File: src/rtl/instruction_fetch_unit_pkg.sv
// Shared types and constants for the fetch stage: instruction field positions,
// type and function codes, register names and the jump-offset helper.
package instruction_fetch_unit_pkg;

   localparam int unsigned XLEN     = 32;
   localparam int unsigned FN_W     = 5;
   localparam int unsigned TYPE_W   = 2;
   localparam int unsigned IMM_W    = 24;

   localparam int unsigned FN_MSB   = 31;
   localparam int unsigned FN_LSB   = 27;
   localparam int unsigned IMM_MSB  = 26;
   localparam int unsigned IMM_LSB  = 3;
   localparam int unsigned TYPE_MSB = 2;
   localparam int unsigned TYPE_LSB = 1;
   localparam int unsigned STOP_BIT = 0;

   typedef enum logic [TYPE_W-1:0] {
      R_TYPE = 2'b00,
      I_TYPE = 2'b01,
      J_TYPE = 2'b10,
      S_TYPE = 2'b11
   } instr_type_e;

   typedef enum logic [FN_W-1:0] {
      FN_NOP  = 5'd0,
      FN_ADD  = 5'd1,
      FN_ADDI = 5'd2,
      FN_SUB  = 5'd3,
      FN_AND  = 5'd4,
      FN_OR   = 5'd5,
      FN_LW   = 5'd6,
      FN_SW   = 5'd7,
      FN_J    = 5'd8,
      FN_JAL  = 5'd9,
      FN_JR   = 5'd10,
      FN_BEQ  = 5'd11
   } fn_e;

   typedef enum logic [4:0] {
      REG_ZERO = 5'd0,
      REG_RA   = 5'd1,
      REG_SP   = 5'd2,
      REG_GP   = 5'd3,
      REG_T0   = 5'd4,
      REG_T1   = 5'd5
   } reg_e;

   typedef struct packed {
      logic [FN_W-1:0]   fn;
      logic [IMM_W-1:0]  imm;
      logic [TYPE_W-1:0] itype;
      logic              stop;
   } instr_fields_t;

   // Signed 24-bit word offset to a 32-bit byte offset.
   function automatic logic [XLEN-1:0] jump_offset(input logic [IMM_W-1:0] imm);
      return {{6{imm[IMM_W-1]}}, imm, 2'b00};
   endfunction

endpackage

File: src/rtl/instruction_fetch_unit_next_pc.sv
// Combinational next-PC selection: redirect > stall > halted > capture,
// with the early J-type jump adder inside the capture path.
module fetch_next_pc
   import instruction_fetch_unit_pkg::*;
#(
   parameter bit EARLY_JUMP = 1'b1
) (
   input  logic [XLEN-1:0] i_pc,
   input  logic [XLEN-1:0] i_instr,
   input  logic            i_stall,
   input  logic            i_halted,
   input  logic            i_redirect_valid,
   input  logic [XLEN-1:0] i_redirect_target,
   output logic [XLEN-1:0] o_next_pc_c,
   output logic            o_capture_c,
   output logic            o_halt_set_c,
   output logic            o_clear_valid_c
);

   logic [FN_W-1:0]   w_fn;
   logic [IMM_W-1:0]  w_imm;
   logic [TYPE_W-1:0] w_type;
   logic              w_stop;
   logic              w_is_jump;
   logic [XLEN-1:0]   w_target;

   assign w_fn      = i_instr[FN_MSB:FN_LSB];
   assign w_imm     = i_instr[IMM_MSB:IMM_LSB];
   assign w_type    = i_instr[TYPE_MSB:TYPE_LSB];
   assign w_stop    = i_instr[STOP_BIT];
   assign w_is_jump = EARLY_JUMP && (w_type == J_TYPE) && (w_fn == FN_J);
   assign w_target  = i_redirect_target & ~XLEN'(32'h3);

   always_comb begin
      o_next_pc_c     = i_pc;
      o_capture_c     = 1'b0;
      o_halt_set_c    = 1'b0;
      o_clear_valid_c = 1'b0;
      if (i_redirect_valid) begin
         o_next_pc_c     = w_target;
         o_clear_valid_c = 1'b1;
      end else if (i_stall) begin
         o_next_pc_c     = i_pc;
      end else if (i_halted) begin
         o_clear_valid_c = 1'b1;
      end else begin
         o_capture_c = 1'b1;
         // Stop wins over a jump encoded in the same word.
         if (w_stop) begin
            o_halt_set_c = 1'b1;
         end else if (w_is_jump) begin
            o_next_pc_c = i_pc + jump_offset(w_imm);
         end else begin
            o_next_pc_c = i_pc + XLEN'(4);
         end
      end
   end

endmodule

File: src/rtl/instruction_fetch_unit.sv
// Fetch stage: PC register, IF/ID pipeline register, halt flag and the
// delivered-instruction counter; next-state decisions come from fetch_next_pc.
module instruction_fetch_unit
   import instruction_fetch_unit_pkg::*;
#(
   parameter logic [31:0] RESET_PC   = 32'h0000_0004,
   parameter bit          EARLY_JUMP = 1'b1
) (
   input  logic        clock,
   input  logic        reset,
   output logic [31:0] pc_out,
   input  logic [31:0] instr_in,
   input  logic        stall,
   input  logic        redirect_valid,
   input  logic [31:0] redirect_target,
   output logic        id_valid,
   output logic [31:0] id_instr,
   output logic [31:0] id_pc,
   output logic [31:0] id_pc_plus4,
   output logic        halted,
   output logic [31:0] fetch_count
);

   logic [XLEN-1:0] r_pc;
   logic            r_id_valid;
   logic [XLEN-1:0] r_id_instr;
   logic [XLEN-1:0] r_id_pc;
   logic [XLEN-1:0] r_id_pc_plus4;
   logic            r_halted;
   logic [XLEN-1:0] r_fetch_count;

   logic [XLEN-1:0] w_next_pc;
   logic            w_capture;
   logic            w_halt_set;
   logic            w_clear_valid;

   fetch_next_pc #(
      .EARLY_JUMP (EARLY_JUMP)
   ) u_next_pc (
      .i_pc              (r_pc),
      .i_instr           (instr_in),
      .i_stall           (stall),
      .i_halted          (r_halted),
      .i_redirect_valid  (redirect_valid),
      .i_redirect_target (redirect_target),
      .o_next_pc_c       (w_next_pc),
      .o_capture_c       (w_capture),
      .o_halt_set_c      (w_halt_set),
      .o_clear_valid_c   (w_clear_valid)
   );

   // PC register; holds are folded into w_next_pc.
   always_ff @(posedge clock or posedge reset) begin
      if (reset) begin
         r_pc <= RESET_PC;
      end else begin
         r_pc <= w_next_pc;
      end
   end

   // IF/ID pipeline register and delivered-instruction counter.
   always_ff @(posedge clock or posedge reset) begin
      if (reset) begin
         r_id_valid    <= 1'b0;
         r_id_instr    <= '0;
         r_id_pc       <= '0;
         r_id_pc_plus4 <= '0;
         r_fetch_count <= '0;
      end else if (w_capture) begin
         r_id_valid    <= 1'b1;
         r_id_instr    <= instr_in;
         r_id_pc       <= r_pc;
         r_id_pc_plus4 <= r_pc + XLEN'(4);
         r_fetch_count <= r_fetch_count + XLEN'(1);
      end else if (w_clear_valid) begin
         r_id_valid    <= 1'b0;
      end
   end

   // Halt flag: set by a captured stop bit, cleared only by redirect.
   always_ff @(posedge clock or posedge reset) begin
      if (reset) begin
         r_halted <= 1'b0;
      end else if (redirect_valid) begin
         r_halted <= 1'b0;
      end else if (w_halt_set) begin
         r_halted <= 1'b1;
      end
   end

   assign pc_out      = r_pc;
   assign id_valid    = r_id_valid;
   assign id_instr    = r_id_instr;
   assign id_pc       = r_id_pc;
   assign id_pc_plus4 = r_id_pc_plus4;
   assign halted      = r_halted;
   assign fetch_count = r_fetch_count;

endmodule

File: config.mk
export PLATFORM = sky130hd
export DESIGN_NAME = instruction_fetch_unit
export DESIGN_NICKNAME = d
export VERILOG_FILES = /design/src/rtl/instruction_fetch_unit_pkg.sv /design/src/rtl/instruction_fetch_unit_next_pc.sv /design/src/rtl/instruction_fetch_unit.sv
export SDC_FILE = /design/constraint.sdc
export NUM_CORES = 1
export LEC_CHECK = 0
export CORE_MARGIN = 2
export CORE_UTILIZATION = 29
export CTS_CLUSTER_SIZE = 24
export DETAILED_ROUTE_END_ITERATION = 8
export PLACE_DENSITY_LB_ADDON = 0.1
export REMOVE_ABC_BUFFERS = 1
export SYNTH_ARGS = -nofsm -noshare
export SYNTH_HDL_FRONTEND = slang
export SYNTH_SLANG_ARGS = --single-unit
File: constraint.sdc
create_clock -name clock -period 5.4 [get_ports clock]
set_clock_uncertainty 0.15 [all_clocks]
set_input_delay 0.54 -clock clock [delete_from_list [all_inputs] [get_ports clock]]
set_output_delay 0.54 -clock clock [all_outputs]
set_load 0.005 [all_outputs]
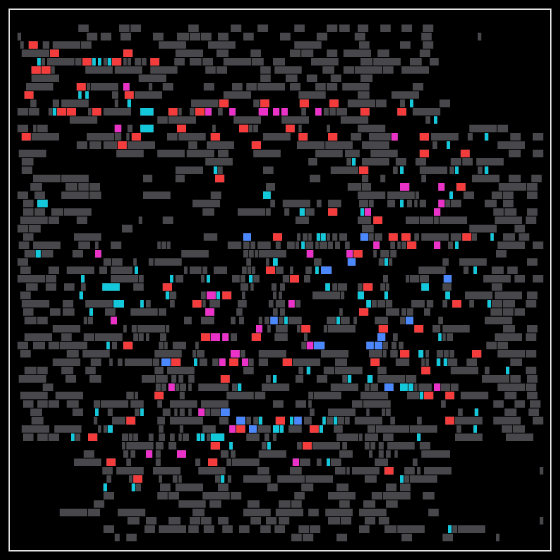
(selected gate families)
Magenta stands for and/or cells, cells 37. Cyan stands for nor cells, cells 96. Red stands for xor and xnor cells, cells 83, where spread over the die. Blue stands for non-inverting ao/oa cells, cells 17.

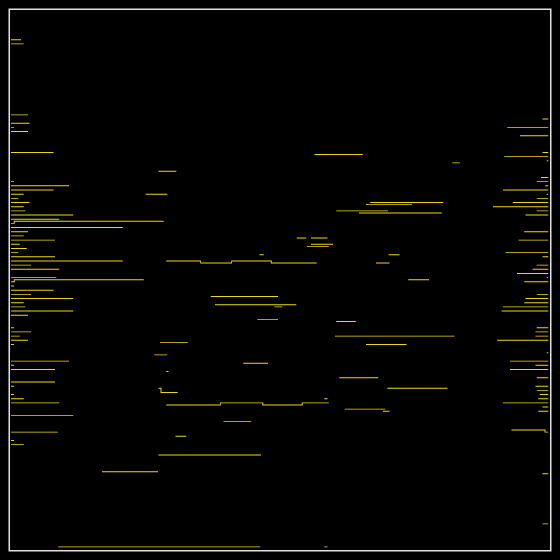
(met3 routing)
The wires run mostly horizontal. The layer carries 1460 um of wire.

==> impl_metrics.py <==
# Synthesis and PnR figures
metrics = {
    "status": {
        "status": "completed",
    },
    "logic_synthesis": {
        "synthArstFlopShare": 1.000,
        "syn_area_um2": 8574,
        "post-synth-top-area-fraction": 0.4524,
        "ys_cells": 865,
        "synth.distinct_cells": 62,
        "yosys-stat-area_um2": 8574,
    },
    "clock_network": {
        "path_clk_slew_ns": 0.07,
        "htreeDepth": 4,
        "cts_hold_buffers": 0,
        "cts_resized": 0,
    },
    "timing": {
        "timing.slew.headroom": 0.3304,
        "rsz0062_at_grt": "no",
        "max_slew.worst_pin.slew_ns": 0.9967,
        "fin_crit_ns": 3.503,
    },
    "finish": {
        "finalInstanceArea_um2": 11780,
        "drive_gt1_frac": 0.1099,
    },
    "critical_path": {
        "crit_type": "input port to flop",
        "path_buffers": 1,
    },
    "detailed_routing": {
        "antenna_left": 0,
        "first_pass_iters": 5,
        "remaining_drc_errors": 0,
        "post_drt_wl_per_cell_um": 18.41,
        "via_per_inst": 4.984,
    },
    "floorplan": {
        "core-area_um2": 28940,
        "die_x_um": 176.0,
        "row_count": 62,
        "die_y_um": 176.0,
    },
    "power": {
        "ir_drop_mv": 0.1628,
        "power_frac_comb": 0.273,
        "clockPowerShare": 0.335,
    },
    "placement": {
        "numPortBuffers": 221,
        "dp_hpwl_um": 19210,
        "place_area_um2": 11170,
    },
    "grt": {
        "use_met1": 0.2466,
        "antenna_found_initial": 0,
        "use_met2": 0.2836,
        "grt_overflow": 0,
    },
    "run": {
        "warnings": 29,
    },
}
-- cells by family after synthesis --
| kind of cell | count (synthesis) | share of synthesized area |
|---|---|---|
| other | 1 | 0.0004373 |
| AND-OR/OR-AND | 203 | 0.1468 |
| flip-flops | 156 | 0.4554 |
| buffers and inverters | 64 | 0.03152 |
| multiplexers | 67 | 0.08784 |
| AND/OR/NAND/NOR | 259 | 0.1456 |
| XOR/XNOR | 83 | 0.08478 |
| adder cells (fa/ha/maj) | 32 | 0.04757 |
-- worst reg2reg max path, delay by kind of cell, from the launching register on --
family / cells / cell delay, ns
and+or+nand+nor: 4 / 1.31
AOI/OAI and AO/OA: 4 / 0.87
DFF: 1 / 0.66
adders and majority gates: 1 / 0.30
-- worst paths after layout --
path	cells after the start	slack [ns]	to	from
max	11	1.90	pc_out[30]	instr_in[3]
min	1	0.32	fetch_count[31]	fetch_count[31]
max reg2reg	9	1.97	pc_out[26]	pc_out[2]
min reg2reg	1	0.32	fetch_count[31]	fetch_count[31]
max in group asynchronous	3	3.72	pc_out[17]	reset
min in group asynchronous	2	0.44	id_pc[20]	reset
-- through the flow --
step                instances    util  hold WS [ns]  power (uW)
floorplan                 823       -        0.3184        1998
finish                   1467  0.4071        0.3218        3840
global placement         1435  0.3860        0.3123        2582
detailed placement       1435  0.3860        0.3127        2587
global route             1467  0.4071        0.3665        4069
CTS                      1467  0.4071        0.3273        3900
-- final cells by class --
cell class,instances,share of cell area
clock buffer,18,0.03728
clock inverter,14,0.01466
inverter,17,0.005842
multi-input combinational,650,0.3760
sequential,156,0.3315
tap,384,0.04079
timing repair buffer,228,0.1939
-- cells in the mapped netlist (4+ instances only) --
cell type and instances:
o21bai_1 5, o22ai_1 9, and4_1 7, nor3_1 12, a222oi_1 4, or3_1 4, a211oi_1 8, xnor2_1 53
o31ai_1 5, and3_1 17, clkbuf_1 36, nor2_1 74, a31oi_1 9, o221ai_1 5, a21oi_1 74, xor2_1 30
mux2_2 66, inv_1 17, nand2_1 78, nand3_1 25, and2_1 8, ha_1 31, a221oi_1 6, a21o_1 9
nand4_1 19, buf_4 7, dfrtp_1 155, o21ai_1 12, o21ai_0 36
-- power groups by stage --
| stage | logic [uW] | clock network [uW] | registers, uW |
|---|---|---|---|
| final | 1050 | 1290 | 1500 |
| after global routing | 1150 | 1380 | 1540 |
| after CTS | 1060 | 1330 | 1510 |
| after detailed placement | 1060 | 0 | 1530 |
| after global placement | 1060 | 0 | 1530 |
| after floorplan | 482 | 0 | 1520 |
-- sequential cells by signal (all words and copies together) (netlist names) --
register,flops
pc_out,30
id_instr,32
fetch_count,32
id_valid,1
id_pc,30
halted,1
id_pc_plus4,30
-- layout by cell type (no fill, tap or decap), types with 9 or more instances in the layout --
cell and instances:
nand4_1 19, o22ai_1 9, nor3_1 11, clkdlybuf4s50_1 220, inv_1 16, ha_1 31, mux2_2 66, xnor2_1 53
dfrtp_1 155, a21o_1 9, and3_1 17, o21ai_1 12, clkbuf_16 17, o21ai_0 36, a31oi_1 9, nor2_1 74
nand2_1 78, xor2_1 30, nand3_1 25, a21oi_1 74
Power figures rest on the tool's default switching activity, not on a simulated workload.
